**src/rtl/dt_pkg.sv**
```systemverilog
// Shared types and constants for the distance-transform scan sequencer.
package dt_pkg;

    // Default geometry and data widths.
    localparam int unsigned DtW  = 128;
    localparam int unsigned DtH  = 128;
    localparam int unsigned DtDw = 8;
    localparam int unsigned DtAw = 14;

    // Largest representable distance at the default width.
    localparam logic [DtDw-1:0] SatMax = '1;

    typedef enum logic [2:0] {
        StIdle,
        StRdc,
        StChk,
        StRdn,
        StLast,
        StWr,
        StFin
    } scan_state_e;

    typedef enum logic {
        DIR_FWD  = 1'b0,
        DIR_BACK = 1'b1
    } dir_e;

    // Neighbour offsets as {drow[1:0], dcol[1:0]}, two's complement, indexed [dir][k].
    // Forward  k0..k3: NW, N, NE, W.   Backward k0..k3: E, SW, S, SE.
    // Kept as row/col deltas so the table is independent of the image width.
    localparam logic [1:0][3:0][3:0] NbrOfs = {16'h5471, 16'h3DCF};

endpackage

```
**src/rtl/dt_scan_seq_if.sv**
```systemverilog
// Single-port res memory bus between the scan sequencer and the memory.
interface dt_scan_seq_if
    import dt_pkg::*;
#(
    parameter int unsigned AW = DtAw,
    parameter int unsigned DW = DtDw
);
    logic [AW-1:0] res_addr;
    logic          res_rd;
    logic          res_wr;
    logic [DW-1:0] res_do;
    logic [DW-1:0] res_di;

    modport master (
        output res_addr, res_rd, res_wr, res_do,
        input  res_di
    );

    modport slave (
        input  res_addr, res_rd, res_wr, res_do,
        output res_di
    );
endinterface

```
**src/rtl/dt_min_calc.sv**
```systemverilog
// Chamfer result: saturating min+1, clamped by the centre value on the backward pass.
module dt_min_calc
    import dt_pkg::*;
#(
    parameter int unsigned DW = DtDw
) (
    input  logic [DW-1:0] min_i,
    input  logic [DW-1:0] centre_i,
    input  dir_e          dir_i,
    output logic [DW-1:0] res_o
);
    logic [DW-1:0] m1;

    // Saturating increment followed by the direction-dependent clamp.
    always_comb begin
        m1 = (min_i == {DW{1'b1}}) ? min_i : min_i + DW'(1);
        res_o = m1;
        if (dir_i == DIR_BACK && centre_i < m1) begin
            res_o = centre_i;
        end
    end
endmodule

```
**src/rtl/dt_scan_seq.sv**
```systemverilog
// Pass sequencer: walks interior pixels, reads centre and four neighbours, writes result.
module dt_scan_seq
    import dt_pkg::*;
#(
    parameter int unsigned W  = DtW,
    parameter int unsigned H  = DtH,
    parameter int unsigned DW = DtDw,
    parameter int unsigned AW = DtAw
) (
    input  logic         clk,
    input  logic         reset,
    input  logic         start_i,
    input  logic         dir_i,
    output logic         busy_o,
    output logic         done_o,
    dt_scan_seq_if.master res
);
    localparam int unsigned CW = $clog2(W);
    localparam int unsigned RW = AW - CW;

    localparam logic [CW-1:0] ColFirst = CW'(1);
    localparam logic [CW-1:0] ColLast  = CW'(W - 2);
    localparam logic [RW-1:0] RowFirst = RW'(1);
    localparam logic [RW-1:0] RowLast  = RW'(H - 2);

    scan_state_e   state_q, state_d;
    dir_e          dir_q, dir_d;
    logic [RW-1:0] row_q, row_d;
    logic [CW-1:0] col_q, col_d;
    logic [1:0]    k_q, k_d;
    logic [DW-1:0] centre_q, centre_d;
    logic [DW-1:0] min_q, min_d;
    logic          done_q, done_d;

    logic [RW-1:0] adv_row, nbr_row;
    logic [CW-1:0] adv_col, nbr_col;
    logic          is_last;
    logic [3:0]    ofs;
    logic [DW-1:0] nbr_min;
    logic [DW-1:0] calc_res;

    dt_min_calc #(
        .DW(DW)
    ) u_min_calc (
        .min_i   (min_q),
        .centre_i(centre_q),
        .dir_i   (dir_q),
        .res_o   (calc_res)
    );

    // Next pixel position, last-pixel flag and current neighbour address.
    always_comb begin
        adv_row = row_q;
        adv_col = col_q;
        if (dir_q == DIR_FWD) begin
            is_last = (row_q == RowLast) && (col_q == ColLast);
            if (col_q == ColLast) begin
                adv_col = ColFirst;
                adv_row = row_q + RW'(1);
            end else begin
                adv_col = col_q + CW'(1);
            end
        end else begin
            is_last = (row_q == RowFirst) && (col_q == ColFirst);
            if (col_q == ColFirst) begin
                adv_col = ColLast;
                adv_row = row_q - RW'(1);
            end else begin
                adv_col = col_q - CW'(1);
            end
        end
        ofs     = NbrOfs[dir_q][k_q];
        nbr_row = row_q + {{(RW-2){ofs[3]}}, ofs[3:2]};
        nbr_col = col_q + {{(CW-2){ofs[1]}}, ofs[1:0]};
        nbr_min = (res.res_di < min_q) ? res.res_di : min_q;
    end

    // State and datapath registers, synchronous active-low reset.
    always_ff @(posedge clk) begin
        if (!reset) begin
            state_q  <= StIdle;
            dir_q    <= DIR_FWD;
            row_q    <= '0;
            col_q    <= '0;
            k_q      <= '0;
            centre_q <= '0;
            min_q    <= '0;
            done_q   <= 1'b0;
        end else begin
            state_q  <= state_d;
            dir_q    <= dir_d;
            row_q    <= row_d;
            col_q    <= col_d;
            k_q      <= k_d;
            centre_q <= centre_d;
            min_q    <= min_d;
            done_q   <= done_d;
        end
    end

    // Next-state logic.
    always_comb begin
        state_d  = state_q;
        dir_d    = dir_q;
        row_d    = row_q;
        col_d    = col_q;
        k_d      = k_q;
        centre_d = centre_q;
        min_d    = min_q;
        done_d   = (state_q == StFin);
        case (state_q)
            StIdle: begin
                if (start_i) begin
                    dir_d   = dir_e'(dir_i);
                    row_d   = dir_i ? RowLast : RowFirst;
                    col_d   = dir_i ? ColLast : ColFirst;
                    state_d = StRdc;
                end
            end
            StRdc: state_d = StChk;
            StChk: begin
                centre_d = res.res_di;
                if (res.res_di == '0) begin
                    row_d   = adv_row;
                    col_d   = adv_col;
                    state_d = is_last ? StFin : StRdc;
                end else begin
                    k_d     = 2'd0;
                    min_d   = '1;
                    state_d = StRdn;
                end
            end
            StRdn: begin
                // Data for the read issued in the previous RDN cycle arrives now.
                if (k_q != 2'd0) begin
                    min_d = nbr_min;
                end
                if (k_q == 2'd3) begin
                    state_d = StLast;
                end else begin
                    k_d = k_q + 2'd1;
                end
            end
            StLast: begin
                min_d   = nbr_min;
                state_d = StWr;
            end
            StWr: begin
                row_d   = adv_row;
                col_d   = adv_col;
                state_d = is_last ? StFin : StRdc;
            end
            StFin:   state_d = StIdle;
            default: state_d = StIdle;
        endcase
    end

    // Memory strobes decoded from registered state only.
    always_comb begin
        res.res_addr = '0;
        res.res_rd   = 1'b0;
        res.res_wr   = 1'b0;
        res.res_do   = '0;
        case (state_q)
            StRdc: begin
                res.res_rd   = 1'b1;
                res.res_addr = {row_q, col_q};
            end
            StRdn: begin
                res.res_rd   = 1'b1;
                res.res_addr = {nbr_row, nbr_col};
            end
            StWr: begin
                // Suppress the write when reset lands on a WR cycle.
                res.res_wr   = reset;
                res.res_addr = {row_q, col_q};
                res.res_do   = calc_res;
            end
            default: ;
        endcase
        busy_o = (state_q != StIdle);
        done_o = done_q;
    end
endmodule

```
**src/flat_wrapper.sv**
```systemverilog
// flat-port wrapper written by rule: the top's interface ports become plain ports
module dt_scan_seq_flat import dt_pkg::*;
#(
    parameter int unsigned W  = DtW,
    parameter int unsigned H  = DtH,
    parameter int unsigned DW = DtDw,
    parameter int unsigned AW = DtAw
)
  (clk, reset, start_i, dir_i, busy_o, done_o, res_res_addr, res_res_rd, res_res_wr, res_res_do, res_res_di);
  dt_scan_seq_if #(.AW(AW), .DW(DW)) res_i ();
  input  logic clk;
  input  logic reset;
  input  logic start_i;
  input  logic dir_i;
  output logic busy_o;
  output logic done_o;
  output wire logic [$bits(res_i.res_addr)-1:0] res_res_addr;
  output wire logic [$bits(res_i.res_rd)-1:0] res_res_rd;
  output wire logic [$bits(res_i.res_wr)-1:0] res_res_wr;
  output wire logic [$bits(res_i.res_do)-1:0] res_res_do;
  input wire logic [$bits(res_i.res_di)-1:0] res_res_di;
  assign res_res_addr = res_i.res_addr;
  assign res_res_rd = res_i.res_rd;
  assign res_res_wr = res_i.res_wr;
  assign res_res_do = res_i.res_do;
  assign res_i.res_di = res_res_di;
  dt_scan_seq #(.W(W), .H(H), .DW(DW), .AW(AW)) u_core (.clk(clk), .reset(reset), .start_i(start_i), .dir_i(dir_i), .busy_o(busy_o), .done_o(done_o), .res(res_i));
endmodule
```
**config.mk**
```make
export PLATFORM = sky130hd
export DESIGN_NAME = dt_scan_seq_flat
export DESIGN_NICKNAME = d
export VERILOG_FILES = /design/src/rtl/dt_pkg.sv /design/src/rtl/dt_scan_seq_if.sv /design/src/rtl/dt_min_calc.sv /design/src/rtl/dt_scan_seq.sv /design/src/flat_wrapper.sv
export SDC_FILE = /design/constraint.sdc
export NUM_CORES = 1
export LEC_CHECK = 0
export CORE_AREA = 2 2 71 100
export DETAILED_ROUTE_END_ITERATION = 8
export DIE_AREA = 0 0 73 102
export PLACE_DENSITY = 0.89
export SYNTH_ARGS = -nofsm -noshare
export SYNTH_HDL_FRONTEND = slang
export SYNTH_SLANG_ARGS = --single-unit
```
**constraint.sdc**
```tcl
create_clock -name clk -period 4.1 [get_ports clk]
set_input_delay 0.82 -clock clk [delete_from_list [all_inputs] [get_ports clk]]
set_output_delay 0.82 -clock clk [all_outputs]
set_load 0.03 [all_outputs]
```
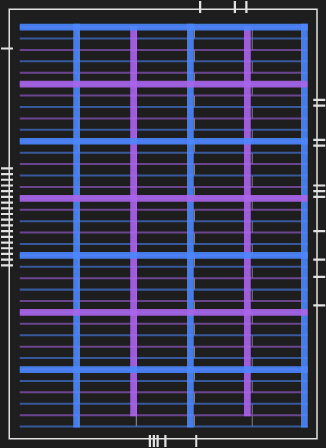
**Above:** run 1 (supply network).
Pins as bars on the die edge. Tap cells in gray.
legend:
  purple:
    net: VDD
  blue:
    net: VSS
signal pins: 38
tap cells: 74
met4 straps: 5

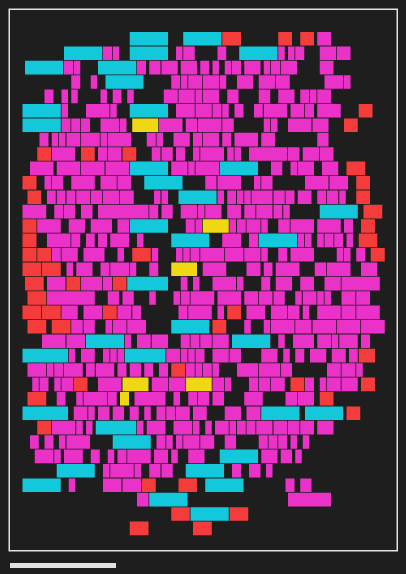
**Above:** run 1 (cell classes on the final placement).
The bar under the picture is 20 um long.
legend:
  cyan:
    class: flip-flops
    cells: 37
    share_of_their_area: 18%
  red:
    class: other buffers and delay cells
    cells: 50
    share_of_their_area: 10%
  yellow:
    class: clock drivers and dummy loads
    cells: 6
    share_of_their_area: 1.7%
  magenta:
    class: all other logic
    cells: 432
    share_of_their_area: 70%

==> run summary, run 1 <==
The implementation run finished. The run finished with clean final reports. After Yosys synthesis, XOR and XNOR cells account for under 10% of the synthesized area. The die covers 7450 sq um.

Part of the total power dissipated in the clock network landed at 10.9%. Summing every instance area after synthesis gives 3770 sq um. The final timing report lists clock skew as around 0.009 ns. Yosys mapped a number of flops with a built-in enable equal to 0. Floorplan net count landed at 548. Before placement the cells fill 57.9% of the core.

For reference, the critical path is launched at u_core.min_q[0]. Yosys cell count landed at 493. The OpenROAD report gives the critical path a required time of 3.28 ns. The clock H-tree reported by CTS has 2 levels. The first global-routing pass estimated approximately 18 mm of wire. Number of standard-cell rows in the floorplan landed at 35. Total of fill cells in the finished design landed at 545. Summing all multiplexer cells gives an area fraction of under 10%. The cell that appears most often on the critical path is buf_4. The worst VDD IR drop from the latest analysis is 0.000308 V. According to the timing report, the arrival time at the worst endpoint equals 3.15 ns. In this run the worst path has a maximum fanout of 6. Counting the warning lines in the Yosys log gives 0.

Aggregate routed wire length landed at between 10 and 15 mm. By instance count, the leading cell after synthesis is nand2_1. Area fraction in full adders, half adders and majority gates landed at 14.7%. Summed over all layers, the global routing overflow is 0. Number of distinct library cell variants in the gate-level netlist after synthesis landed at 75. Proportion of layout cells with a drive suffix above 1 landed at 13.0%.

Latest clock arrival within the worst-skew pair landed at 0.30 ns. Number of buffers inserted during clock tree synthesis landed at 5. STA classifies the critical path startpoint as a flop. According to the hold report, the worst path is of the flop to flop type.

Max-cap violations in this run came to 0. The number of global-route vias before repair came to 3,947. Post-detailed-route count of antenna-violating nets landed at 0. Power spent charging and discharging nets landed at between 1000 and 1500 uW.

Total power normalized to cell area comes to 528 nW/um^2. Counting flops and latches in the post-synthesis netlist gives 37. Share of total power consumed by net switching landed at between 40% and 50%.

Share of Yosys cell area claimed by the top area cell type landed at between 15 and 20%. Area of the synthesized netlist per yosys stat landed at 3770 sq um. Internal power comes to 1150 uW. Mean post-synth cell area landed at approximately 7.7 sq um. The cell-mix breakdown from Yosys lists the simple-gate area share as 26.5%. The synthesis report names the predominant flop master as dfxtp_1.

The worst register-to-register path has a setup slack of between 1.5 and 2 ns. Smallest setup slack after layout landed at 0.133 ns. By area, the combinational part of the netlist is dominated by AND-OR/OR-AND gates.

AND-OR/OR-AND share of the synthesized area landed at 27.7%. Number of cells traversed by the worst register-to-register path landed at 7. The report lists the cells along the critical path as ha_4 > nand3_2 > nor2_4 > mux2i_1 > ha_1 > or3b_1 > or3_4 > a311oi_4 > buf_4 > nand4_1 > o31ai_2 > buf_4. Measured along the y axis, the die boundary spans 102 um. Width of the chip landed at 73 um. Clock-pin slew of the registers on the worst-case setup and hold paths landed at 0.07 ns.

According to the report, the first pass of detailed routing completed in 5 iterations. Final weighted congestion in routability-driven placement landed at 0.954. Fraction of synthesis flops using an asynchronous set or reset pin landed at 0%. In this run the layout overhead on the synthesized area is reported as 14.7%. 38 I/O pins were placed.

The stage logs contain a warning count of 37.
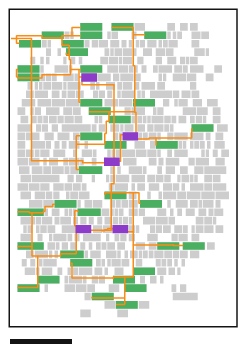
**Above:** run 1 (clock network drawn from the DEF).
The bar under the picture is 20 um long.
legend:
  green:
    item: flip-flops
    count: 37
  purple:
    item: cells driving clock nets
    count: 5
  orange:
    item: clock wires
    length: 563 um
routed clock nets: 6

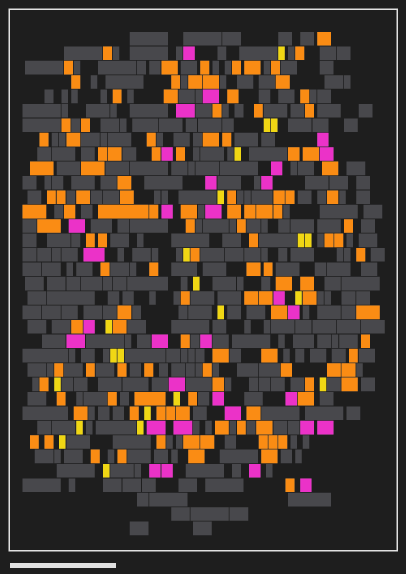
**Above:** run 1 (gate families picked out).
The bar under the picture is 20 um long.
legend:
  magenta:
    family: AND and OR gates
    cells: 31
    most_used: and2_1
  orange:
    family: inverting AOI/OAI gates
    cells: 125
    most_used: a21oi_1
    where: spread over the die
  yellow:
    family: inverters
    cells: 22
    most_used: inv_1

run 1: sequential cells by signal (all words and copies together), names as in the netlist:
signal	count
u_core.row_q	7
u_core.dir_q	1
u_core.col_q	7
u_core.min_q	8
u_core.centre_q	8
u_core.k_q	2
u_core.state_q	3
u_core.done_o	1
run 1: per-stage QoR:
stage	area (sq um)	std cells	TNS, ns	utilization [%]	power [uW]
after floorplan	3770	493	-0.157	-	1610
after global routing	4330	599	-0.0107	66.3	2460
after detailed placement	4180	591	0	64.0	1980
after CTS	4250	597	0	65.2	2220
final	4330	599	0	66.3	2290
after global placement	4180	591	0	64.0	1930
run 1: how the worst min path moves through the flow:
stage	start	to	cells after the start
floorplan	u_core.centre_q[5]	u_core.centre_q[5]	2
global placement	u_core.centre_q[2]	u_core.centre_q[2]	2
detailed placement	u_core.centre_q[2]	u_core.centre_q[2]	2
global route	u_core.centre_q[3]	u_core.centre_q[3]	2
CTS	u_core.centre_q[3]	u_core.centre_q[3]	2
finish	u_core.centre_q[2]	u_core.centre_q[2]	2
run 1: worst max-delay path: cells and delay by family (launching register included):
family	cells	cell delay (ns)
AND/OR/NAND/NOR	5	1.06
AND-OR/OR-AND	2	0.53
buffers and inverters	2	0.39
flip-flops	1	0.38
adder cells (fa/ha/maj)	2	0.37
multiplexers	1	0.11
run 1: area by class of cell:
class,count,area (sq um),area share (%)
Multi-Input combinational cell,410,2900,67.1
Clock inverter,1,5.00,0.116
Inverter,22,82.6,1.91
Timing Repair Buffer,50,424,9.80
Tap cell,74,92.6,2.14
Sequential cell,37,752,17.4
Clock buffer,5,68.8,1.59
run 1: cells in the final DEF (no fill, tap or decap), types with 3 or more instances in the layout:
cell             Yosys  routed
a211oi_1            13       9
a211oi_2             0       4
a21o_1               5       5
a21oi_1             34      34
a31oi_1              5       5
a41oi_1              3       3
and2_1               6       6
and3_1               5       5
and4_1               3       3
and4b_1              3       3
buf_4                0      30
clkbuf_8             1       5
clkdlybuf4s50_1      0      19
dfxtp_1             37      32
dfxtp_2              0       3
ha_1                41      40
inv_1               22      22
mux2i_1             15      15
nand2_1             64      63
nand2b_1             3       3
nand3_1              9       9
nand3b_1             4       4
nand4_1              6       6
nor2_1              30      29
nor2b_1              7       7
nor3_1              16      15
nor3b_1             10      10
nor4_1               4       4
nor4b_1              3       3
o211ai_1             5       5
o21ai_0             31      31
o21bai_1             3       3
o22ai_1              4       4
o31a_1               4       4
o31ai_1              5       4
o32ai_1              5       5
or2_2                3       3
or3_1                3       3
xnor2_1              6       6
run 1: power by group through the flow:
| stage | sequential (uW) | clock, uW | combinational, uW |
|---|---|---|---|
| floorplan | 533 | 0 | 1080 |
| global placement | 585 | 0 | 1340 |
| detailed placement | 594 | 0 | 1390 |
| CTS | 587 | 246 | 1390 |
| global route | 612 | 260 | 1590 |
| finish | 596 | 248 | 1440 |
run 1: metal layers:
metal / track usage, % / part of all wire [%]
met5: 0 / 0
met2: 52.9 / 50
met4: 21.2 / 6.5
met3: 3.35 / 5.4
met1: 33.5 / 38
run 1: repair_timing:
action	in CTS	in global routing
setup buffers	0	2
pin swaps	1	1
setup endpoints to repair	6	11
gates resized	3	16
==> run 2, diff against run 1 <==
--- a/config.mk
+++ b/config.mk
@@ -12,3 +12,4 @@
 export SYNTH_ARGS = -nofsm -noshare
 export SYNTH_HDL_FRONTEND = slang
 export SYNTH_SLANG_ARGS = --single-unit
+export TNS_END_PERCENT = 1
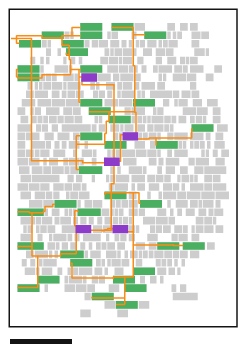
**Above:** run 2 (clock network drawn from the DEF).
The bar under the picture is 20 um long.
legend:
  orange:
    item: clock wires
    length: 563 um
  green:
    item: flip-flops
    count: 37
  purple:
    item: cells driving clock nets
    count: 5
routed clock nets: 6

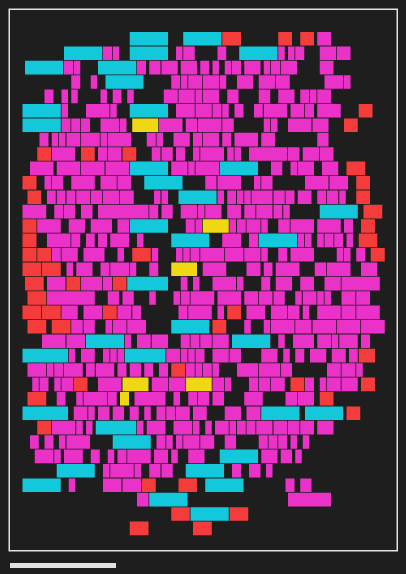
**Above:** run 2 (cell classes on the final placement).
The bar under the picture is 20 um long.
legend:
  yellow:
    class: clock drivers and dummy loads
    cells: 6
    share_of_their_area: 1.7%
  cyan:
    class: flip-flops
    cells: 37
    share_of_their_area: 18%
  magenta:
    class: all other logic
    cells: 432
    share_of_their_area: 70%
  red:
    class: other buffers and delay cells
    cells: 50
    share_of_their_area: 10%

==> run 2 against run 1 <==
Cell count unchanged; core utilization unchanged; global-route usage unchanged.
==> run summary, run 2 <==
The implementation run finished. The run finished with clean final reports. Number of global-route vias before repair landed at 3,947. dfxtp_1 takes more of the synthesized area than any other cell.

Highest net fanout along the worst path landed at 6. Counting endpoints that fail hold in the final report gives 0. In this run the power spent charging and discharging nets is 1140 uW. The first global-routing pass estimated roughly 18 mm of wire. Power per cell area landed at 528 nW/um^2. For the worst reg-to-reg path, the startpoint reported by OpenROAD is u_core.col_q[1].

Width of the chip landed at 73 um. Fill cells in the final layout number 545. Number of antenna violations at the first check in global routing landed at 0.

STA puts the critical path data required time at 3.28 ns. Looking at the cell usage after synthesis, the top flip-flop cell is dfxtp_1. Per the hold report, the tightest min-delay path originates at u_core.centre_q[2]. At the worst endpoint, the arrival time is 3.15 ns. Final weighted congestion in routability-driven placement landed at around 0.95. Summed over all nets, the half-perimeter wirelength after detailed placement is 8.27 mm. Total global-route track usage over all layers is 30.3%. In the routed layout, each cell is associated on average with a via count of 6.72. The root buffer cell chosen for the clock tree is clkbuf_8.

Looking at the worst setup and hold paths, the clock pins of their registers show a slew of 0.07 ns. In the final layout, the registers with the most flip-flops are u_core.centre_q (8), u_core.min_q (8). Maximum VDD drop landed at 0.000308 V. Largest net degree at the start of global routing landed at 30. The setup path with the least slack is of type flop to output port. The synthesized design contains 0 enable-type register cells. The most critical hold endpoint after final layout shows a slack of a little under 0.5 ns. TritonCTS built the clock tree. The power report lists cell-internal power as 1150 uW. Number of primary I/O pins landed at 38. Final global-route overflow total landed at 0. Initial detailed-routing violation count landed at approximately 260. Total vias in the final route landed at 4,027.

Per STA, the worst path accumulates the most delay in the family simple AND/OR/NAND/NOR gates. After floorplanning, the core was sized to cover 6530 sq um. Proportion of layout cells with a drive suffix above 1 landed at 13.0%. Number of OpenROAD warnings landed at 37. Longest individual stage delay on the worst path landed at 0.43 ns. Of the total power, the share spent switching nets is about half.

Synthesis produced around 490 cells. Fraction of synthesis flops using an asynchronous set or reset pin landed at 0%. Floorplan net count landed at roughly 550. Minimum clock period after layout landed at 3.97 ns. Looking at the clock tree report, the H-tree level count equals 2.

Die boundary height landed at 102 um. Note that the worst hold path type here is flop to flop. In the layout the commonest cells are nand2_1 (63), ha_1 (40), a21oi_1 (34).

Max-cap violation count landed at 0. Number of design rule violations left after detail routing landed at 0. The clock network accounts for 10.9% of the total power. Aggregate routed wire length landed at between 10 and 15 mm. The worst setup path is captured at an output port. In this run, the combinational gates consume 63.0% of the power. Post-synthesis instance area landed at 3770 sq um.

Final worst clock skew landed at between 0.009 and 0.01 ns. TritonRoute output was used to compute an average wire per cell of 18.1 um. Yosys cell count landed at 493. Summed negative setup slack over all endpoints landed at 0 ns. For this run, the script counts the antenna cells in the layout as 0.

Sequential standard cell area landed at 752 sq um. Fmax landed at between 0.2 and 0.3 GHz. Yosys instantiated no cell more often than nand2_1.

Final net count landed at 581. The critical path starts at u_core.min_q[0]. Relative to the synthesized area, the layout overhead comes to 14.7%. Total of endpoints with negative setup slack in the final report landed at 0. The skew report gives the latency at the later pin of the worst-skew pair as 0.30 ns.

Looking at the clock tree report, the maximum root-to-sink buffer count equals 2. Cts-stage hold buffer count landed at 0. Chip area landed at 7450 sq um.

Count of buffers from port buffering landed at 37. The initial utilization of the core area, before any placement, comes to between 50% and 60%. Leakage power figure landed at 0.00174 uW. Looking at the max-slew report, the worst-margin pin has a slew of 0.984 ns. Per the layout area report, the combinational gate area comes to around 2900 sq um.

Total count of max-transition violations in the final report landed at 0. Buffer-and-inverter tally for the worst setup path landed at 2. Register bit total from synthesis landed at 37. Headroom to the max-slew limit landed at 34.4%.

Number of synthesis warnings landed at 0. The share of total power dissipated in sequential elements is 26.1%. Sorting the synthesized cells by how often they occur yields nand2_1 (64), ha_1 (41), dfxtp_1 (37). In the log, the iteration count for the first detailed-route pass is 5. The worst setup path is launched from a flop.

Number of distinct library cell variants in the gate-level netlist after synthesis landed at 75. The detail route stage leaves a number of antenna-violating nets equal to 0. According to the Yosys statistics, the synthesized design has a chip area of around 3800 sq um. Number of buffers inserted during clock tree synthesis landed at 5. The signal on the critical path passes through ha_4 > nand3_2 > nor2_4 > mux2i_1 > ha_1 > or3b_1 > or3_4 > a311oi_4 > buf_4 > nand4_1 > o31ai_2 > buf_4. Post-route fraction of the period consumed by the critical path landed at 96.7%. Looking at the critical path, the single cell with the biggest stage delay is a311oi_4.

By instance count after routing, the leading logic cell type is nand2_1. Portion of the post-synthesis area used by sequential elements landed at 19.6%. The share of synthesized area in the top cell type comes to 19.6%. By area the synthesized netlist is led by dfxtp_1 (20%), ha_1 (14%), nand2_1 (6.4%), a21oi_1 (4.5%), o21ai_0 (4.1%). Number of standard-cell rows in the floorplan landed at 35. The cell that appears most often on the critical path is buf_4. Number of clock sinks seen by CTS landed at 37. Averaged over all synthesized cells, the footprint is roughly 7.7 sq um.
-- run 2: cell counts after synthesis --
No cell type changed its count.
-- run 2: power groups by stage --
stage | sequential [uW] | combinational (uW) | clock, uW
floorplan | 533 | 1080 | 0
global placement | 585 | 1340 | 0
detailed placement | 594 | 1390 | 0
CTS | 587 | 1390 | 246
global route | 612 | 1590 | 260
finish | 596 | 1440 | 248
-- run 2: layer usage --
layer / GRT usage [%] / share of wire [%] / up-vias
li1: - / - / 1922
met3: 3.35 / 5.4 / 55
met4: 21.2 / 6.5 / 0
met5: 0 / 0 / -
met1: 33.5 / 38 / 1858
met2: 52.9 / 50 / 192
-- run 2: repair_timing --
item / in CTS / in global routing
setup buffers: 0 / 2
gates cloned: 0 / 0
pin swaps: 1 / 1
resized: 3 / 16
setup endpoints to repair: 6 / 11
-- run 2: tightest hold or removal path: stages (launching register included) --
cell and delay [ns]:
dfxtp_1 0.33, nand2_1 0.06, a21oi_1 0.06
-- run 2: per-stage QoR --
stage               util (%)  instances  total power [uW]  setup WS [ns]  cell area [sq um]
CTS                     65.2        597              2220        0.00234               4250
global placement        64.0        591              1930          0.335               4180
floorplan                  -        493              1610        -0.0522               3770
finish                  66.3        599              2290          0.133               4330
global route            66.3        599              2460        -0.0107               4330
detailed placement      64.0        591              1980          0.253               4180
-- run 2: final cells by class --
| cell class | count | area share [%] |
|---|---|---|
| clock buffers | 5 | 1.59 |
| clock inverters | 1 | 0.116 |
| inverters | 22 | 1.91 |
| multi-input cells | 410 | 67.1 |
| flip-flops and latches | 37 | 17.4 |
| well taps | 74 | 2.14 |
| repair buffers | 50 | 9.80 |
-- run 2: worst paths after layout --
kind,endpoint,slack (ns),depth (start not counted)
max reg2reg,u_core.row_q[0],1.52,7
min reg2reg,u_core.centre_q[2],0.50,2
max,res_res_do[6],0.13,12
min,u_core.centre_q[2],0.50,2
-- run 2: logic make-up after synthesis --
| logic type | count (synthesis) | share of synthesized area [%] |
|---|---|---|
| xor+xnor | 8 | 1.86 |
| mux | 17 | 4.87 |
| compound gates | 151 | 27.7 |
| simple gates | 191 | 26.5 |
| fa+ha+maj | 43 | 14.7 |
| flops | 37 | 19.6 |
| buf+inv | 46 | 4.84 |
==> run 3, diff against run 2 <==
--- a/config.mk
+++ b/config.mk
@@ -5,11 +5,14 @@
 export SDC_FILE = /design/constraint.sdc
 export NUM_CORES = 1
 export LEC_CHECK = 0
-export CORE_AREA = 2 2 71 100
+export CORE_AREA = 2 2 72 101
 export DETAILED_ROUTE_END_ITERATION = 8
-export DIE_AREA = 0 0 73 102
-export PLACE_DENSITY = 0.89
+export DIE_AREA = 0 0 74 103
+export PLACE_DENSITY = 0.88
+export SETUP_SLACK_MARGIN = 0.5
+export SKIP_CTS_REPAIR_TIMING = 1
 export SYNTH_ARGS = -nofsm -noshare
 export SYNTH_HDL_FRONTEND = slang
+export SYNTH_HIERARCHICAL = 1
 export SYNTH_SLANG_ARGS = --single-unit
 export TNS_END_PERCENT = 1
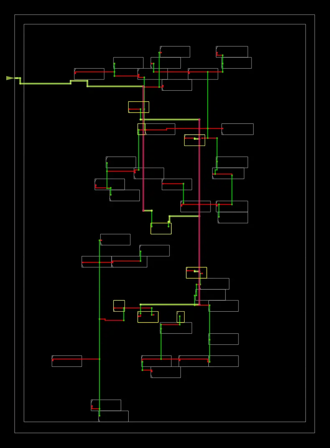
**Above:** run 3 (clock nets).
post-route clock skew: 0.0104 ns
power of the clock network: 260 uW
count of clock buffers in the final design: 5
sequential cells: 37

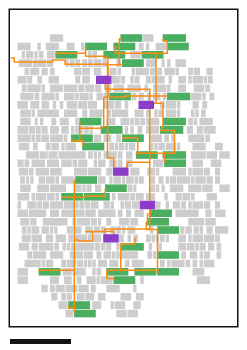
**Above:** run 3 (clock network drawn from the DEF).
The bar under the picture is 20 um long.
legend:
  orange:
    item: clock wires
    length: 527 um
  purple:
    item: cells driving clock nets
    count: 5
  green:
    item: flip-flops
    count: 37
routed clock nets: 6

==> run 3 against run 2 <==
Clock skew is 0.0013 ns higher; synthesized cell count is 0.81% higher; non-clock buffer count is 3 lower; design area is 2.1% higher; power is 22% lower; wire length is 4.2% lower; sequential power is about 10% lower; register-to-register slack better by 0.17 ns; critical path depth stayed put; worst hold slack worse by 0.015 ns; clock power is 5% higher; critical path type unchanged; largest cell class unchanged; largest power group unchanged.
==> run summary, run 3 <==
The implementation run finished. The run finished with clean final reports. By instance count, the leading cell after synthesis is nand2_1. Looking at the worst setup and hold paths, the clock pins of their registers show a slew of approximately 0.070 ns. Counting the buffers created by CTS gives 5. The tree is rooted in a clkbuf_8. Half-perimeter wire length after placement landed at 7.56 mm. Number of cells in the finished layout apart from fillers landed at ~620.

Summed over all nets, the switching power comes to 819 uW. Counting tap cells, the placed design contains a total of between 600 and 700 instances. STA reports the tightest min-delay check as being of type flop to flop. Share of Yosys cell area claimed by the top area cell type landed at 19.3%. In the floorplan report the effective utilization is 56.3%. The pin closest to its max-slew limit shows a slew of between 0.7 and 0.8 ns. Entering global routing, the biggest net connects 33 pins. Cell-internal power landed at 964 uW. Dividing the detail-routed wire length by the instance count gives 16.7 um. Counting flops with an async set or reset pin after synthesis yields a share of 0%. Setup repair after global routing could not meet its margin everywhere. On the critical path the largest part of the delay comes from simple AND/OR/NAND/NOR gates. Number of primary I/O pins landed at 38. Counting every instance in the synthesized netlist gives roughly 500.

Total track usage landed at 28.1%. Per the timing report, the biggest fanout along the worst path comes to 8. TritonCTS built the clock tree. In this run the deepest clock path goes through 2 buffers. The final critical path takes up 94.4% of the cycle. Per the run summary, max-cap violations total 0.

The horizontal die dimension reported for this design is between 70 and 80 um. Share of total power consumed by net switching landed at around 46%. Leaving out fill and tap cells, the most frequent cells in the layout are nand2_1 (60), ha_1 (37), a21oi_1 (34). Dividing the detail-routed via count by the number of cells gives around 6.2. Per the placement log, port buffering inserted 37 buffers. Chip area landed at between 7000 and 8000 sq um. Per the skew report, the later register of the worst-skew pair sees a clock latency of 0.30 ns. The flow measured a signed area growth from synthesis to layout of 15.3%.

The worst setup path is captured at an output port. The final antenna diode tally reported by the flow is 0. Floorplan net count landed at ~550. The detailed router reported a total wirelength of roughly 10 mm.

The synthesis run shows the most used standard cells to be nand2_1 (61), ha_1 (42), dfxtp_1 (37). Of all cell types, the one taking the most synthesized area is dfxtp_1. The critical path contains buffers and inverters numbering 3 combined. Total count of max-transition violations in the final report landed at 0. Number of standard-cell rows in the floorplan landed at 36. Once synthesis finished, the tally of register bits stood at 37. Post-detailed-route count of antenna-violating nets landed at 0. For reference, the critical path cell chain is inv_2 > ha_4 > or2_4 > nand2_4 > buf_4 > ha_2 > o21ai_2 > a21oi_4 > and3_4 > or4_4 > a22oi_2 > buf_6.

In the final layout, the registers with the most flip-flops are u_core/centre_q (8), u_core/min_q (8). Post-synthesis, Yosys gives the total cell area as 3830 sq um. The floorplan step defined a core boundary enclosing 6800 sq um. Die boundary height landed at ~100 um.

Number of synthesis warnings landed at 6. Sequential cells account for 30.0% of the total power. Number of iterations in the first detailed-routing pass landed at 5. Share of total power in combinational logic landed at 55.4%. The script computed a power per unit cell area of slightly above 400 nW/um^2. Total count of hold-check failures in the final report landed at 0.

The first global-routing pass estimated 17.0 mm of wire. Final global-route overflow total landed at 0. The required time at the worst endpoint is listed as roughly 3.3 ns. After detailed routing, the number of remaining DRC violations is 0. The stage logs contain a warning count of 38. STA classifies the critical path startpoint as a flop. After synthesis, the netlist uses 73 different library cells. The synthesis report names the predominant flop master as dfxtp_1. In this run, the clock network consumes 14.6% of the power.

The critical path's slowest stage uses the library cell or4_4. Yosys cell count landed at between 400 and 500. Fmax landed at around 0.26 GHz. The worst path needs around 3.9 ns of the cycle, external delays included. Per the post-synthesis stats, the area per cell is a little under 8 sq um. The finished design was reported to have a net count of 582. Proportion of layout cells with a drive suffix above 1 landed at 12.5%. The routed layout has just under 4k vias.

The worst setup path is of the flop to output port kind. The finished layout reports a core utilization of 65.0%. The clock tree has to reach 37 sinks. Portion of the post-synthesis area used by sequential elements landed at 19.3%. Total of endpoints with negative setup slack in the final report landed at 0. Number of H-tree branching levels landed at 2. Post-synth tally of flip-flops with integrated enable landed at 0. Number of global-route vias before repair landed at 3,695. For this block, the initial DRC count from the detailed router was 267. Data on the critical path arrives at its endpoint at roughly 3.1 ns. For this run, the slowest stage of the critical path takes 0.51 ns. Counting only logic cells after layout, the most numerous master is nand2_1. The placement summary gives the final routability congestion estimate as 0.942.

The synthesis report lists the most area-consuming cells as dfxtp_1 (19%), ha_1 (14%), mux2i_1 (6.0%), nand2_1 (6.0%), a21oi_1 (4.6%). Headroom to the max-slew limit came out at around 48%. Post-synthesis instance area landed at 3830 sq um.

Maximum VDD drop landed at 0.000225 V. The number of antenna violations at the first check in global routing is 0. Leakage power figure landed at roughly 0.0019 uW.
==> run 3: cell count changes after synthesis, sizes merged, moves of 5 or more <==
cell | previous run | this run
nand3 | 10 | 25
buf | 2 | 16
clkbuf | 22 | 9
a211oi | 13 | 3
inv | 22 | 32
nor3 | 16 | 6
a21o | 5 | 14
mux2i | 15 | 23
and2 | 6 | 12
nor2 | 31 | 25
nor3b | 10 | 4
nand2b | 3 | 8
==> run 3: cell families (layout without fill, tap and decap cells) <==
kind of cell    Yosys count  in the layout  share of synthesized area, %
simple gates            184            184                          25.5
compound gates          140            140                          24.8
buf+inv                  57             87                          6.89
fa+ha+maj                44             44                          14.8
flops                    37             37                          19.3
mux                      23             23                          6.01
xor+xnor                 12             12                          2.74
==> run 3: final timing paths <==
path	to	slack (ns)	cells after the start	start
max reg2reg	u_core/row_q[0]	1.69	5	u_core/state_q[0]
max	res_res_addr[6]	0.23	12	u_core/dir_q
min reg2reg	u_core/centre_q[3]	0.48	2	u_core/centre_q[3]
min	u_core/centre_q[3]	0.48	2	u_core/centre_q[3]
==> run 3: stage by stage <==
stage | power, uW | hold WS (ns) | area (sq um) | TNS (ns) | setup slack (ns)
finish | 1780 | 0.480 | 4420 | 0 | 0.228
global route | 1910 | 0.508 | 4420 | 0 | 0.113
CTS | 1720 | 0.481 | 4330 | -1.92 | -0.348
detailed placement | 1460 | 0.471 | 4240 | -0.00864 | -0.00864
global placement | 1410 | 0.465 | 4240 | 0 | 0.152
floorplan | 1220 | 0.454 | 3850 | 0 | 0.505
==> run 3: worst min-delay path, cell delays in order, from the launching register on <==
cell and delay, ns:
dfxtp_1 0.33, nand2_1 0.06, a21oi_1 0.05
==> run 3: power by group through the flow <==
stage / sequential [uW] / clock, uW / combinational [uW]
floorplan: 477 / 0 / 748
global placement: 529 / 0 / 885
detailed placement: 536 / 0 / 926
CTS: 528 / 259 / 936
global route: 547 / 274 / 1090
finish: 536 / 260 / 987
==> run 3: cell type report <==
type,instances,area [sq um]
multi-input cells,403,2920
fillers,550,2380
clock inverters,3,17.5
inverters,32,120
clock buffers,5,68.8
well taps,95,119
repair buffers,47,428
flip-flops and latches,37,752
==> run 3: per-layer routing <==
layer  wire (um)  track usage [%]  share of wire, %  up-vias
li1            -                -                 -     1852
met2        5470             52.6                52      168
met4         429             12.9               4.1        0
met5           0                0                 0        -
met3         576             3.71               5.5       47
met1        3940             30.7                38     1810
Power figures rest on the tool's default switching activity, not on a simulated workload.
